File: config.mk
export PLATFORM = sky130hd
export DESIGN_NAME = pattern_sweep_gen
export DESIGN_NICKNAME = d
export VERILOG_FILES = /design/src/rtl/pattern_sweep_pkg.sv /design/src/rtl/sweep_lfsr.sv /design/src/rtl/pattern_sweep_gen.sv
export SDC_FILE = /design/constraint.sdc
export NUM_CORES = 1
export LEC_CHECK = 0
export CORE_MARGIN = 2
export CORE_UTILIZATION = 53
export CTS_CLUSTER_SIZE = 10
export DETAILED_ROUTE_END_ITERATION = 8
export HOLD_SLACK_MARGIN = 0.15
export MAX_ROUTING_LAYER = met4
export PLACE_DENSITY = 0.79
export SYNTH_ARGS = -nofsm -noshare
export SYNTH_HDL_FRONTEND = slang
export SYNTH_HIERARCHICAL = 1
export SYNTH_SLANG_ARGS = --single-unit
export TNS_END_PERCENT = 50
File: constraint.sdc
create_clock -name clock -period 2.6 [get_ports clock]
set_clock_uncertainty 0.1 [all_clocks]
set_input_delay 0.78 -clock clock [delete_from_list [all_inputs] [get_ports clock]]
set_output_delay 0.78 -clock clock [all_outputs]
set_load 0.01 [all_outputs]
File: src/rtl/pattern_sweep_pkg.sv
// Shared FSM encoding, LFSR/MISR tap constants and the LFSR step function
// used by the pattern sweep engine.
package pattern_sweep_pkg;

    typedef enum logic [1:0] {
        IDLE    = 2'd0,
        SETTLE  = 2'd1,
        CAPTURE = 2'd2,
        DONE    = 2'd3
    } sweep_state_e;

    // Maximal-length tap masks, indexed by register width; bit k set means stage k+1 feeds back.
    localparam logic [31:0] LFSR_TAPS [0:32] = '{
        32'h0000_0000, 32'h0000_0000, 32'h0000_0000, 32'h0000_0006,
        32'h0000_000C, 32'h0000_0014, 32'h0000_0030, 32'h0000_0060,
        32'h0000_00B8, 32'h0000_0110, 32'h0000_0240, 32'h0000_0500,
        32'h0000_0829, 32'h0000_100D, 32'h0000_2015, 32'h0000_6000,
        32'h0000_D008, 32'h0001_2000, 32'h0002_0400, 32'h0004_0023,
        32'h0009_0000, 32'h0014_0000, 32'h0030_0000, 32'h0042_0000,
        32'h00E1_0000, 32'h0120_0000, 32'h0200_0023, 32'h0400_0013,
        32'h0900_0000, 32'h1400_0000, 32'h2000_0029, 32'h4800_0000,
        32'h8020_0003
    };

    // Galois feedback mask for the signature register; only the low OUT_W+16 bits are used.
    localparam logic [47:0] MISR_TAPS = 48'h8000_0000_002D;

    function automatic logic [31:0] lfsr_next(input logic [31:0] vec, input logic [5:0] width);
        logic [31:0] mask;
        logic        fb;
        mask = (width >= 6'd32) ? 32'hFFFF_FFFF : ((32'd1 << width) - 32'd1);
        fb   = ^(vec & LFSR_TAPS[width]);
        return ((vec << 1) | {31'd0, fb}) & mask;
    endfunction

endpackage

File: src/rtl/sweep_lfsr.sv
// Fibonacci LFSR stimulus register: load has priority over step, new value one edge later.
// No backpressure of its own; the caller decides when to step.
module sweep_lfsr
    import pattern_sweep_pkg::*;
#(
    parameter int IN_W = 5
) (
    input  logic            clock,
    input  logic            rst_n,
    input  logic            load,
    input  logic [IN_W-1:0] seed,
    input  logic            step,
    output logic [IN_W-1:0] value
);

    logic [IN_W-1:0] value_q;
    logic [IN_W-1:0] value_d;
    logic [31:0]     step_ext;

    always_comb begin
        step_ext = lfsr_next(32'(value_q), 6'(IN_W));
        value_d  = value_q;
        if (load) begin
            value_d = seed;
        end else if (step) begin
            value_d = step_ext[IN_W-1:0];
        end
    end

    always_ff @(posedge clock) begin
        if (!rst_n) begin
            value_q <= '0;
        end else begin
            value_q <= value_d;
        end
    end

    assign value = value_q;

endmodule

File: src/rtl/pattern_sweep_gen.sv
// Sweeps stimulus into a combinational DUT, captures its response SETTLE_CYC edges later and emits one record
// per vector on valid/ready (held while rec_ready is low). Optional signature port: PATTERN_SWEEP_SIGNATURE_EN.
module pattern_sweep_gen
    import pattern_sweep_pkg::*;
#(
    parameter int IN_W        = 5,
    parameter int OUT_W       = 2,
    parameter int CNT_W       = 18,
    parameter int NUM_VECTORS = 70000,
    parameter int SETTLE_CYC  = 1
) (
    input  logic              clock,
    input  logic              rst_n,
    input  logic              start,
    input  logic              mode,
    input  logic [IN_W-1:0]   seed,
    output logic [IN_W-1:0]   dut_in,
    input  logic [OUT_W-1:0]  dut_out,
    output logic              rec_valid,
    input  logic              rec_ready,
    output logic [CNT_W-1:0]  rec_index,
    output logic [IN_W-1:0]   rec_stim,
    output logic [OUT_W-1:0]  rec_resp,
`ifdef PATTERN_SWEEP_SIGNATURE_EN
    output logic [OUT_W+15:0] signature,
`endif
    output logic              busy,
    output logic              done
);

    localparam int               SW          = (SETTLE_CYC > 1) ? $clog2(SETTLE_CYC) : 1;
    localparam logic [SW-1:0]    SETTLE_LOAD = SW'(SETTLE_CYC - 1);
    localparam logic [CNT_W-1:0] LAST_IDX    = CNT_W'(NUM_VECTORS - 1);

    sweep_state_e     state_q, state_d;
    logic [SW-1:0]    settle_q, settle_d;
    logic [CNT_W-1:0] index_q, index_d;
    logic             mode_q, mode_d;
    logic [IN_W-1:0]  cnt_q, cnt_d;
    logic             rec_valid_q, rec_valid_d;
    logic [CNT_W-1:0] rec_index_q, rec_index_d;
    logic [IN_W-1:0]  rec_stim_q, rec_stim_d;
    logic [OUT_W-1:0] rec_resp_q, rec_resp_d;
    logic             busy_q, busy_d;
    logic             done_q, done_d;

    logic             accept;
    logic             handshake;
    logic             lfsr_load;
    logic             lfsr_step;
    logic [IN_W-1:0]  lfsr_seed;
    logic [IN_W-1:0]  lfsr_val;

    // An all-zero LFSR would lock up, so a zero seed starts the random sweep at 1.
    assign lfsr_seed = (seed == '0) ? IN_W'(1) : seed;

    sweep_lfsr #(.IN_W(IN_W)) u_lfsr (
        .clock (clock),
        .rst_n (rst_n),
        .load  (lfsr_load),
        .seed  (lfsr_seed),
        .step  (lfsr_step),
        .value (lfsr_val)
    );

    assign dut_in = mode_q ? lfsr_val : cnt_q;

    always_comb begin
        state_d     = state_q;
        settle_d    = settle_q;
        index_d     = index_q;
        mode_d      = mode_q;
        cnt_d       = cnt_q;
        rec_valid_d = rec_valid_q;
        rec_index_d = rec_index_q;
        rec_stim_d  = rec_stim_q;
        rec_resp_d  = rec_resp_q;
        busy_d      = busy_q;
        done_d      = done_q;
        accept      = 1'b0;
        handshake   = 1'b0;
        lfsr_load   = 1'b0;
        lfsr_step   = 1'b0;

        case (state_q)
            IDLE, DONE: begin
                if (start) begin
                    accept    = 1'b1;
                    lfsr_load = 1'b1;
                    mode_d    = mode;
                    cnt_d     = seed;
                    index_d   = '0;
                    settle_d  = SETTLE_LOAD;
                    busy_d    = 1'b1;
                    done_d    = 1'b0;
                    state_d   = SETTLE;
                end
            end
            SETTLE: begin
                if (settle_q == '0) begin
                    rec_valid_d = 1'b1;
                    rec_index_d = index_q;
                    rec_stim_d  = dut_in;
                    rec_resp_d  = dut_out;
                    state_d     = CAPTURE;
                end else begin
                    settle_d = settle_q - SW'(1);
                end
            end
            CAPTURE: begin
                if (rec_valid_q && rec_ready) begin
                    handshake   = 1'b1;
                    rec_valid_d = 1'b0;
                    if (index_q == LAST_IDX) begin
                        busy_d  = 1'b0;
                        done_d  = 1'b1;
                        state_d = DONE;
                    end else begin
                        index_d   = index_q + CNT_W'(1);
                        cnt_d     = mode_q ? cnt_q : cnt_q + IN_W'(1);
                        lfsr_step = mode_q;
                        settle_d  = SETTLE_LOAD;
                        state_d   = SETTLE;
                    end
                end
            end
            default: state_d = IDLE;
        endcase
    end

    always_ff @(posedge clock) begin
        if (!rst_n) begin
            state_q     <= IDLE;
            settle_q    <= '0;
            index_q     <= '0;
            mode_q      <= 1'b0;
            cnt_q       <= '0;
            rec_valid_q <= 1'b0;
            rec_index_q <= '0;
            rec_stim_q  <= '0;
            rec_resp_q  <= '0;
            busy_q      <= 1'b0;
            done_q      <= 1'b0;
        end else begin
            state_q     <= state_d;
            settle_q    <= settle_d;
            index_q     <= index_d;
            mode_q      <= mode_d;
            cnt_q       <= cnt_d;
            rec_valid_q <= rec_valid_d;
            rec_index_q <= rec_index_d;
            rec_stim_q  <= rec_stim_d;
            rec_resp_q  <= rec_resp_d;
            busy_q      <= busy_d;
            done_q      <= done_d;
        end
    end

    assign rec_valid = rec_valid_q;
    assign rec_index = rec_index_q;
    assign rec_stim  = rec_stim_q;
    assign rec_resp  = rec_resp_q;
    assign busy      = busy_q;
    assign done      = done_q;

`ifdef PATTERN_SWEEP_SIGNATURE_EN
    localparam int            SG       = OUT_W + 16;
    localparam logic [SG-1:0] SIG_TAPS = SG'(MISR_TAPS);

    logic [SG-1:0] sig_q, sig_d;

    // Folds each accepted record in; the value is final once done rises.
    always_comb begin
        sig_d = sig_q;
        if (accept) begin
            sig_d = '0;
        end else if (handshake) begin
            sig_d = {sig_q[SG-2:0], 1'b0} ^ (sig_q[SG-1] ? SIG_TAPS : '0)
                  ^ {rec_resp_q, 16'(rec_index_q)};
        end
    end

    always_ff @(posedge clock) begin
        if (!rst_n) begin
            sig_q <= '0;
        end else begin
            sig_q <= sig_d;
        end
    end

    assign signature = sig_q;
`endif

endmodule

Figure 1. PDN straps and rails.
The bar under the picture is 20 um long. Pins as bars on the die edge. Tap cells in grey.
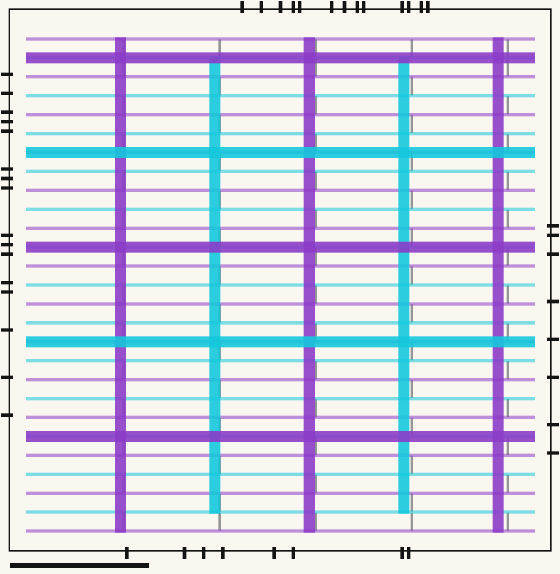
purple -> VSS
cyan -> VDD
rows = 26
met1 rails = 27
met4 straps = 5
tap cells = 70
met5 straps = 5

Figure 2. Cell area per tile.
The bar under the picture is 20 um long. The die is cut into 8 by 8 equal tiles; white is low, dark blue is high, 0 to 100% covered.
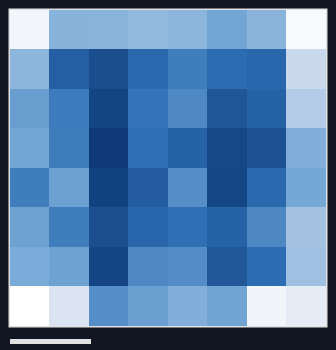
tiles over 75% full = 34%
fullest tile = 96%
densest ninth of the die = middle
nearly empty tiles = 1.6%
mean over tiles = 60%

==> results.json <==
{
  "seq-cell-share_pct": 32.0,
  "clock.latency.late_pin_ns": 0.35,
  "finalCoreUtilization_pct": 71.7,
  "area_share_clock_buf_inv_pct": 6.51,
  "whs_endpoint": "rec_stim[2]$_SDFFE_PN0N_",
  "instance_area_at_placement_um2": 3460,
  "crit_cells": 2,
  "number_of_antenna_violations_at_the_first_check_in_global_routing": 0,
  "finalCriticalPeriod_ns": 2.52,
  "cts_max_path_buffers": 2,
  "layout_top_cell_excl_fill_tap": "sky130_fd_sc_hd__dfxtp_1",
  "synth_area_um2": 2870,
  "slew_viol_final": 0,
  "p_total_w": 0.00252,
  "fill_cells": 400,
  "report.final.setup_viol": 0,
  "final_antenna_net_count": 0,
  "cts-root-buf": "sky130_fd_sc_hd__clkbuf_8",
  "min_path_cells": 2,
  "ios": 45,
  "final_cell_count_no_fill": 462,
  "path_cells": "mux2_2 -> clkdlybuf4s50_1",
  "layout_worst_path_cycle_share_pct": 96.8,
  "n_sequential_cell": 59,
  "openroad.warnings": 27,
  "clock-sinks": 59,
  "power.sequential.fraction_pct": 39.2,
  "grt_pass1_wl_um": 11800,
  "element_type_at_the_critical_path_end": "output pin",
  "chipArea_um2": 6020,
  "postRouteWirelength_um": 6990,
  "timing.critical_path.fanout_max": 12,
  "rr_endpoint": "u_lfsr/value[3]$_SDFFE_PN0P_",
  "ys.warnings.count": 6,
  "run_status": "finished, final reports clean",
  "hold_slack_ns": 0.378
}
Figure 3. Sequential cells coloured by netlist name.
The bar under the picture is 20 um long. Other sequential cells in the stronger grey, the rest of the logic in the fainter grey.
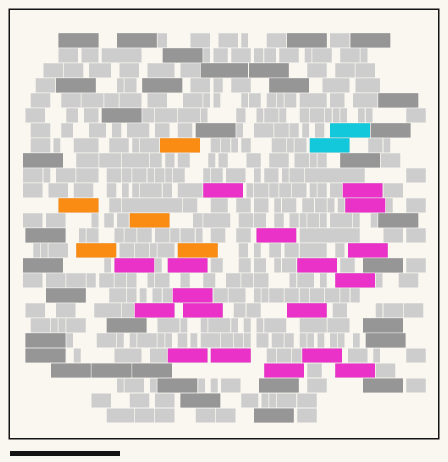
orange -> cnt_q  # sequential cells 5
magenta -> index_q  # sequential cells 18
cyan -> state_q  # sequential cells 2
not coloured = 34

Figure 4. Wires at chosen ports, followed through buffers.
The bar under the picture is 20 um long.
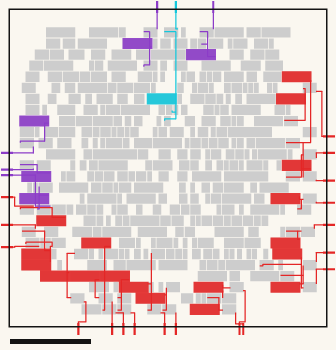
cyan -> done  # bits 1, direction output, edge top, end cells 1, buffers 1, wire 33.2 um
red -> rec_index  # bits 18, direction output, edge 8 bottom, 7 right, 3 left, end cells 18, buffers 18, wire 311 um
purple -> rec_stim  # bits 5, direction output, edge 3 left, 2 top, end cells 5, buffers 5, wire 90.2 um

